===== config.mk =====
export PLATFORM = sky130hd
export DESIGN_NAME = mux_sel_arbiter_flat
export DESIGN_NICKNAME = d
export VERILOG_FILES = /design/src/rtl/mux_sel_arbiter_if.sv /design/src/rtl/mux_sel_arbiter.sv /design/src/flat_wrapper.sv
export SDC_FILE = /design/constraint.sdc
export NUM_CORES = 1
export LEC_CHECK = 0
export CORE_MARGIN = 3
export CORE_UTILIZATION = 50
export CTS_BUF_LIST = sky130_fd_sc_hd__clkbuf_16
export CTS_CLUSTER_DIAMETER = 80
export DETAILED_ROUTE_END_ITERATION = 6
export PLACE_DENSITY = 0.84
export SLEW_MARGIN = 20
export SYNTH_ARGS = -nofsm -noshare
export SYNTH_HDL_FRONTEND = slang
export SYNTH_SLANG_ARGS = --single-unit

===== constraint.sdc =====
create_clock -name i_clk -period 4.7 [get_ports i_clk]
set_clock_uncertainty 0.2 [all_clocks]
set_input_delay 1.175 -clock i_clk [delete_from_list [all_inputs] [get_ports i_clk]]
set_output_delay 1.175 -clock i_clk [all_outputs]
set_load 0.01 [all_outputs]

===== src/rtl/mux_sel_arbiter_if.sv =====
// Stream/select bundle between the mux_sel_arbiter and its requesters and consumer.
// The master side is the arbiter; the slave side is the requester/consumer environment.
interface mux_sel_arbiter_if #(
    parameter int S = 1
);
    localparam int NREQ = 1 << S;

    // Handshake: a beat moves on a cycle where o_valid and i_ready are both high;
    // o_valid never depends on i_ready, and i_ready may toggle freely.
    logic [NREQ-1:0] i_req;
    logic [NREQ-1:0] i_last;
    logic            i_ready;
    logic            o_valid;
    logic [S-1:0]    o_sel;
    logic [NREQ-1:0] o_gnt;
    logic            o_preempt;

    modport master (
        input  i_req, i_last, i_ready,
        output o_valid, o_sel, o_gnt, o_preempt
    );

    modport slave (
        output i_req, i_last, i_ready,
        input  o_valid, o_sel, o_gnt, o_preempt
    );
endinterface


===== src/rtl/mux_sel_arbiter.sv =====
// Round-robin arbiter that owns the mux select for a whole burst, with an optional
// per-grant beat limit that force-releases long bursts.
module mux_sel_arbiter #(
    parameter int MUX_CONFIG = 1,
    parameter int S          = MUX_CONFIG,
    parameter int MAX_BEATS  = 16
) (
    input  logic               i_clk,
    input  logic               i_rst_n,
    mux_sel_arbiter_if.master  bus,
    output logic               o_dbg_state
);
    localparam int NREQ = 1 << S;
    localparam bit LIMIT_EN = (MAX_BEATS != 0);
    localparam logic [7:0] LIMIT_M1 = 8'(MAX_BEATS - 1);

    if (S != 1 && S != 2) begin : g_bad_s
        $fatal(1, "In %m S=%0d; must be 1 or 2", S);
    end
    if (MAX_BEATS < 0 || MAX_BEATS > 255) begin : g_bad_max
        $fatal(1, "In %m MAX_BEATS=%0d; must be 0..255", MAX_BEATS);
    end

    typedef enum logic {
        ST_IDLE = 1'b0,
        ST_BUSY = 1'b1
    } state_t;

    state_t          r_state;
    state_t          w_state_nxt;
    logic [S-1:0]    r_sel;
    logic [S-1:0]    r_ptr;
    logic [NREQ-1:0] r_gnt;
    logic [7:0]      r_beat_cnt;
    logic            r_preempt;

    logic [S-1:0]    w_idx;
    logic [S-1:0]    w_pick;
    logic            w_found;
    logic            w_cur_req;
    logic            w_cur_last;
    logic            w_valid;
    logic            w_accept;
    logic            w_force;
    logic            w_release;

    assign w_cur_req  = bus.i_req[r_sel];
    assign w_cur_last = bus.i_last[r_sel];
    assign w_valid    = (r_state == ST_BUSY) && w_cur_req;
    assign w_accept   = w_valid && bus.i_ready;
    // A last beat landing exactly on the limit is a normal end, not a preemption.
    assign w_force    = LIMIT_EN && w_accept && !w_cur_last && (r_beat_cnt == LIMIT_M1);
    assign w_release  = (r_state == ST_BUSY) &&
                        (!w_cur_req || (w_accept && (w_cur_last || w_force)));

    // First requester at or after r_ptr, wrapping through NREQ.
    always_comb begin
        w_found = 1'b0;
        w_pick  = r_ptr;
        w_idx   = r_ptr;
        for (int i = 0; i < NREQ; i++) begin
            w_idx = r_ptr + S'(i);
            if (!w_found && bus.i_req[w_idx]) begin
                w_found = 1'b1;
                w_pick  = w_idx;
            end
        end
    end

    always_ff @(posedge i_clk or negedge i_rst_n) begin
        if (!i_rst_n) begin
            r_state <= ST_IDLE;
        end else begin
            r_state <= w_state_nxt;
        end
    end

    always_comb begin
        w_state_nxt = r_state;
        case (r_state)
            ST_IDLE: if (w_found)   w_state_nxt = ST_BUSY;
            ST_BUSY: if (w_release) w_state_nxt = ST_IDLE;
            default:                w_state_nxt = ST_IDLE;
        endcase
    end

    always_ff @(posedge i_clk or negedge i_rst_n) begin
        if (!i_rst_n) begin
            r_gnt      <= '0;
            r_sel      <= '0;
            r_ptr      <= '0;
            r_beat_cnt <= '0;
            r_preempt  <= 1'b0;
        end else begin
            r_preempt <= w_force;
            if (r_state == ST_IDLE && w_found) begin
                r_gnt      <= NREQ'(1) << w_pick;
                r_sel      <= w_pick;
                r_beat_cnt <= '0;
            end else if (r_state == ST_BUSY) begin
                if (w_accept && r_beat_cnt != 8'hFF) begin
                    r_beat_cnt <= r_beat_cnt + 8'd1;
                end
                // r_sel is left alone so the mux input stays put through the bubble.
                if (w_release) begin
                    r_gnt <= '0;
                    r_ptr <= r_sel + S'(1);
                end
            end
        end
    end

    always_comb begin
        bus.o_valid   = w_valid;
        bus.o_sel     = r_sel;
        bus.o_gnt     = r_gnt;
        bus.o_preempt = r_preempt;
        o_dbg_state   = (r_state == ST_BUSY);
    end
endmodule

===== src/flat_wrapper.sv =====
// flat-port wrapper written by rule: the top's interface ports become plain ports
module mux_sel_arbiter_flat 
#(
    parameter int MUX_CONFIG = 1,
    parameter int S          = MUX_CONFIG,
    parameter int MAX_BEATS  = 16
)
  (i_clk, i_rst_n, o_dbg_state, bus_i_req, bus_i_last, bus_i_ready, bus_o_valid, bus_o_sel, bus_o_gnt, bus_o_preempt);
  mux_sel_arbiter_if #(.S(S)) bus_i ();
  input  logic i_clk;
  input  logic i_rst_n;
  output logic o_dbg_state;
  input wire logic [$bits(bus_i.i_req)-1:0] bus_i_req;
  input wire logic [$bits(bus_i.i_last)-1:0] bus_i_last;
  input wire logic [$bits(bus_i.i_ready)-1:0] bus_i_ready;
  output wire logic [$bits(bus_i.o_valid)-1:0] bus_o_valid;
  output wire logic [$bits(bus_i.o_sel)-1:0] bus_o_sel;
  output wire logic [$bits(bus_i.o_gnt)-1:0] bus_o_gnt;
  output wire logic [$bits(bus_i.o_preempt)-1:0] bus_o_preempt;
  assign bus_i.i_req = bus_i_req;
  assign bus_i.i_last = bus_i_last;
  assign bus_i.i_ready = bus_i_ready;
  assign bus_o_valid = bus_i.o_valid;
  assign bus_o_sel = bus_i.o_sel;
  assign bus_o_gnt = bus_i.o_gnt;
  assign bus_o_preempt = bus_i.o_preempt;
  mux_sel_arbiter #(.MUX_CONFIG(MUX_CONFIG), .S(S), .MAX_BEATS(MAX_BEATS)) u_core (.i_clk(i_clk), .i_rst_n(i_rst_n), .bus(bus_i), .o_dbg_state(o_dbg_state));
endmodule

run_1/flops_by_reg.png
Bar = 10 um.
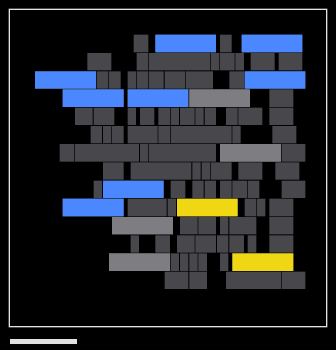
[`u_core.bus.o_gnt`] yellow | placed flops: 2
[`u_core.r_beat_cnt`] blue | placed flops: 8
Seq/total area: 0.333
Seq. pwr: 0.000187 W
post-layout util: 0.674
Reg area: 350 um^2

run_1/layer_met1.png
Bar = 10 um.
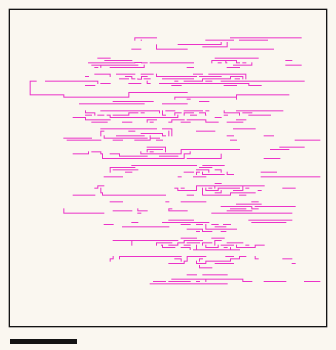
nets with wire on the layer: 96
main direction: horizontal
wire length on this layer: 802 um
share of all routed wire: 44%
longest straight run: 13.3 um
met1 global-route usage: 0.249
final WL: 1840 um
routed vias: 719

run_1/metal_density.png
Bar = 10 um. The die is cut into 9 by 9 equal tiles; dark blue is low, red is high, scaled to the fullest tile. Values are wire area over tile area, all layers added.
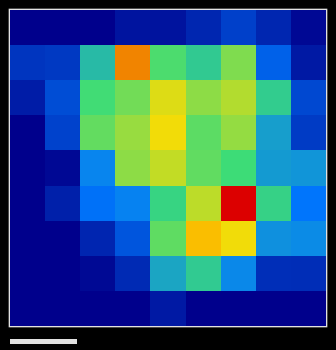
emptiest ninth of the die: south-west
densest ninth of the die: center
fullest tile: 0.49
tiles over half the peak: 27%
nearly empty tiles: 26%
mean over tiles: 0.13
GRT Overall Usage: 0.199
wire per inst: 15.8 um

==> flow_summary.toml, run 1 <==
# generated from flow reports
[synthesis]
ys_cells = 86
ys_seq_share = 0.414
ff_type = "dfrtp_1"
edf_count = 0
async_reset_ff_frac = 1.00
syn_area_per_cell_um2 = 9.85
most_common_cell = "dfrtp_1"

[floorplanning]
fp.dieH_um = 47.2
design.portCount = 13
core_um2 = 1560
die_w_um = 47.2

[placed_design]
io_buffers = 12

[clock_tree]
clk_latency_ns = 0.24
clk_pin_slew_worst_paths_ns = 0.04

[final_timing]
finalWorstSetupSlack_ns = 0.533
rsz0062_at_grt = "false"

[setup_path]
critPathMaxFanout = 7
regToRegStartpoint = "u_core.r_beat_cnt[0]"
rrSetupSlack_ns = 2.83
cp.required_ns = 3.32
crit_type = "input port to output pin"

[run_status]
status = "finished, final reports clean"

[global_routing]
antenna_found_initial = 0
grt_max_degree = 15
overflow = 0

[routing]
ant_nets = 0
dr.first_iter.drc_count = 21

[power]
peakVddDrop_v = 0.000237

[final_layout]
area_growth_pct = 24.1
## run 1: routing by layer
metal  vias to the layer above  routed length (um)  track usage
met5                         -                   0            0
met2                        34                 883        0.328
li1                        345                   -            -
met1                       336                 801        0.249
met4                         0                  28       0.0663
met3                         4                 124       0.0575
## run 1: registers in the layout (all words and copies together), names as in the netlist
register / count
u_core.bus.o_gnt: 2
u_core.r_ptr: 1
u_core.bus.o_sel: 1
u_core.bus.o_preempt: 1
u_core.o_dbg_state: 1
u_core.r_beat_cnt: 8
## run 1: report_power, final
part           switching (W)  internal [W]  leakage, nW
Combinational      0.0000947     0.0000944        0.226
Clock              0.0000478      0.000112       0.0385
Sequential         0.0000390      0.000148        0.184
Total               0.000181      0.000355        0.449
## run 1: stage by stage
stage                     hold WS [ns]  cell area, um^2
final                            0.369             1050
after CTS                        0.366             1050
after detailed placement         0.351              972
after global placement           0.334              972
after global routing             0.389             1050
after floorplan                  0.302              847
## run 1: kinds of logic after synthesis
group,synth area share
AND/OR/NAND/NOR,0.257
AND-OR/OR-AND,0.192
flip-flops,0.414
multiplexers,0.0753
buffers and inverters,0.0266
XOR/XNOR,0.0207
adder cells (fa/ha/maj),0.0148
## run 1: final cells by class
type	instances	area, um^2
clock buffers	3	75.1
clock inverters	1	3.75
fillers	107	508
inverters	2	7.51
multi-input cells	68	474
flip-flops and latches	14	350
well taps	16	20.0
repair buffers	12	120
## run 1: layout by cell type (no fill, tap or decap), drive strengths merged, types with 3 or more instances in the layout
cell,instances
dfrtp,14
clkdlybuf4s50,12
nor2,10
nand2,9
nand3,5
o21ai,5
a21oi,4
mux2i,4
nor3,4
nand2b,3
clkbuf,3
## run 1: worst max-delay path by stage
stage                             end  cells after the start    startpoint  slack, ns
after floorplan           bus_o_valid                      2  bus_i_req[1]       1.68
after global placement    bus_o_valid                      4  bus_i_req[1]       0.60
after detailed placement  bus_o_valid                      4  bus_i_req[1]       0.56
after CTS                 bus_o_valid                      4  bus_i_req[1]       0.55
after global routing      bus_o_valid                      4  bus_i_req[1]       0.47
final                     bus_o_valid                      4  bus_i_req[1]       0.53
## run 1: worst max-delay path, stage by stage
cell,delay (ns)
clkdlybuf4s50_1,0.64
mux2_2,0.24
and2_1,0.18
clkdlybuf4s50_1,0.56
## Run 2: what changed since run 1
- SLEW_MARGIN: 20 -> unset
run_2/io_placement.png
Bar = 10 um. Pins as bars across the die edge, other pins in gray.
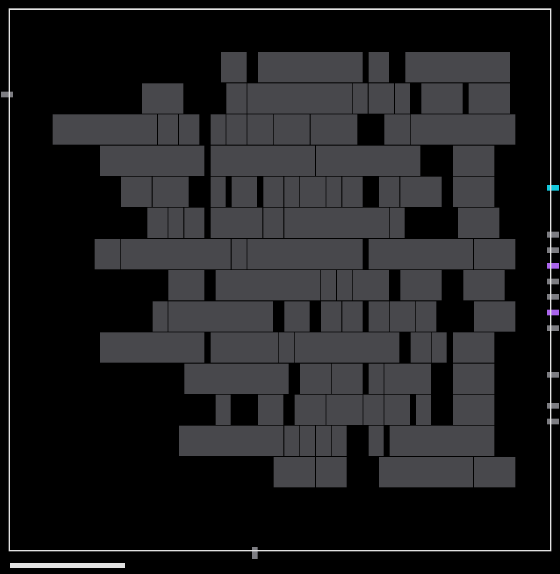
[`bus_o_preempt`] cyan | pins: 1 | direction: output | edge: east
[`bus_o_gnt`] purple | pins: 2 | direction: output | edge: east
chip height: 47.2 um
Die Wd: 47.2 um
I/O Buffers: 12

==> run 2 against run 1 <==
  * Worst hold slack unchanged
  * Maximum frequency unchanged
  * Non-clock buffer count unchanged
  * Power unchanged
  * Worst setup slack unchanged
  * Largest cell class unchanged
  * Largest power group unchanged
  * Highest routed layer unchanged
==> flow_summary.toml, run 2 <==
# generated from flow reports
[synthesis]
syn_inst = 86
ys_seq_share = 0.414
syn_area_per_cell_um2 = 9.85
edf_count = 0
async_reset_ff_frac = 1.00
ff_type = "dfrtp_1"

[setup_path]
timing.critical_path.from = "bus_i_req[1]"
timing.critical_path.buf_inv = 2
cp_cell_sequence = "clkdlybuf4s50_1 -> mux2_2 -> and2_1 -> clkdlybuf4s50_1"
crit_type = "input port to output pin"
path_depth = 4
crit_family = "buffers and inverters"
rrSetupSlack_ns = 2.83
slowest_delay_ns = 0.64
cp-endpoint = "bus_o_valid"
cp_slowest_cell = "clkdlybuf4s50_1"
critPathArrivalTime_ns = 2.79
path_common_cell = "clkdlybuf4s50_1"
cp.required_ns = 3.32
regToRegStartpoint = "u_core.r_beat_cnt[0]"

[routing]
via_count = 719
drt_wl_total_um = 1840
detail_route.wl_per_cell_um = 15.8
dr.first_iter.drc_count = 21
ant_nets = 0

[clock_tree]
clk_pin_slew_worst_paths_ns = 0.04
root_buffer = "clkbuf_16"
numCtsBuffers = 3

[floorplanning]
core_um2 = 1560
rows = 14
design.portCount = 13

[run_status]
status = "finished, final reports clean"

[global_routing]
overflow = 0
track_usage = 0.199
grt_max_degree = 15

[final_layout]
largest_reg_flops = 8
area_growth_pct = 24.1
layout_top_cell = "dfrtp_1"
top_register = "u_core.r_beat_cnt"
layout_top_cells = "14 x dfrtp_1, 12 x clkdlybuf4s50_1, 10 x nor2_1"
fill_cells = 107

[final_timing]
worst_pin_slew_ns = 0.647
rsz0062_at_grt = "false"

[power]
peakVddDrop_v = 0.000237
## run 2: cell counts after synthesis
Identical to the previous run, type by type.
## run 2: how the worst min path moves through the flow
stage                              from             endpoint  depth (start not counted)
finish              u_core.bus.o_gnt[0]  u_core.bus.o_gnt[0]                          2
global placement    u_core.bus.o_gnt[1]  u_core.bus.o_gnt[1]                          2
floorplan                  u_core.r_ptr         u_core.r_ptr                          2
detailed placement         u_core.r_ptr         u_core.r_ptr                          2
CTS                 u_core.bus.o_gnt[0]  u_core.bus.o_gnt[0]                          2
global route               u_core.r_ptr         u_core.r_ptr                          2
## run 2: kinds of logic (layout without fill, tap and decap cells)
group,after synthesis,count (layout),share of synthesized area
AND-OR/OR-AND,19,19,0.192
XOR/XNOR,2,2,0.0207
adder cells (fa/ha/maj),1,1,0.0148
buffers and inverters,4,18,0.0266
flip-flops,14,14,0.414
multiplexers,5,5,0.0753
AND/OR/NAND/NOR,41,41,0.257
## run 2: layout make-up
type	instances	area [um^2]	area share
clock buffer	3	75.1	0.0714
clock inverter	1	3.75	0.00357
inverter	2	7.51	0.00714
multi-input combinational	68	474	0.451
sequential	14	350	0.333
tap	16	20.0	0.0190
timing repair buffer	12	120	0.114
## run 2: metal layers
metal	track usage	wire, um	up-vias
met1	0.249	801	336
met5	0	0	-
met4	0.0663	28	0
met2	0.328	883	34
li1	-	-	345
met3	0.0575	124	4
## run 2: worst reg2reg max path: cells and delay by family (launching register included)
| family | cells | cell delay [ns] |
|---|---|---|
| compound gates | 1 | 0.41 |
| fa+ha+maj | 1 | 0.30 |
| mux | 1 | 0.13 |
| flops | 1 | 0.39 |
| simple gates | 2 | 0.33 |
## run 2: through the flow
stage               total power, W  cells  hold slack (ns)  cell area (um^2)   util
detailed placement        0.000374    112            0.351               972  0.624
CTS                       0.000539    116            0.366              1050  0.674
finish                    0.000536    116            0.369              1050  0.674
global placement          0.000368    112            0.334               972  0.624
global route              0.000573    116            0.389              1050  0.674
floorplan                 0.000309     86            0.302               847      -
## run 2: power by group
group	internal (W)	switching (W)
clock network	0.000112	0.0000478
registers	0.000148	0.0000390
logic	0.0000944	0.0000947
Power and IR drop assume default switching activity.
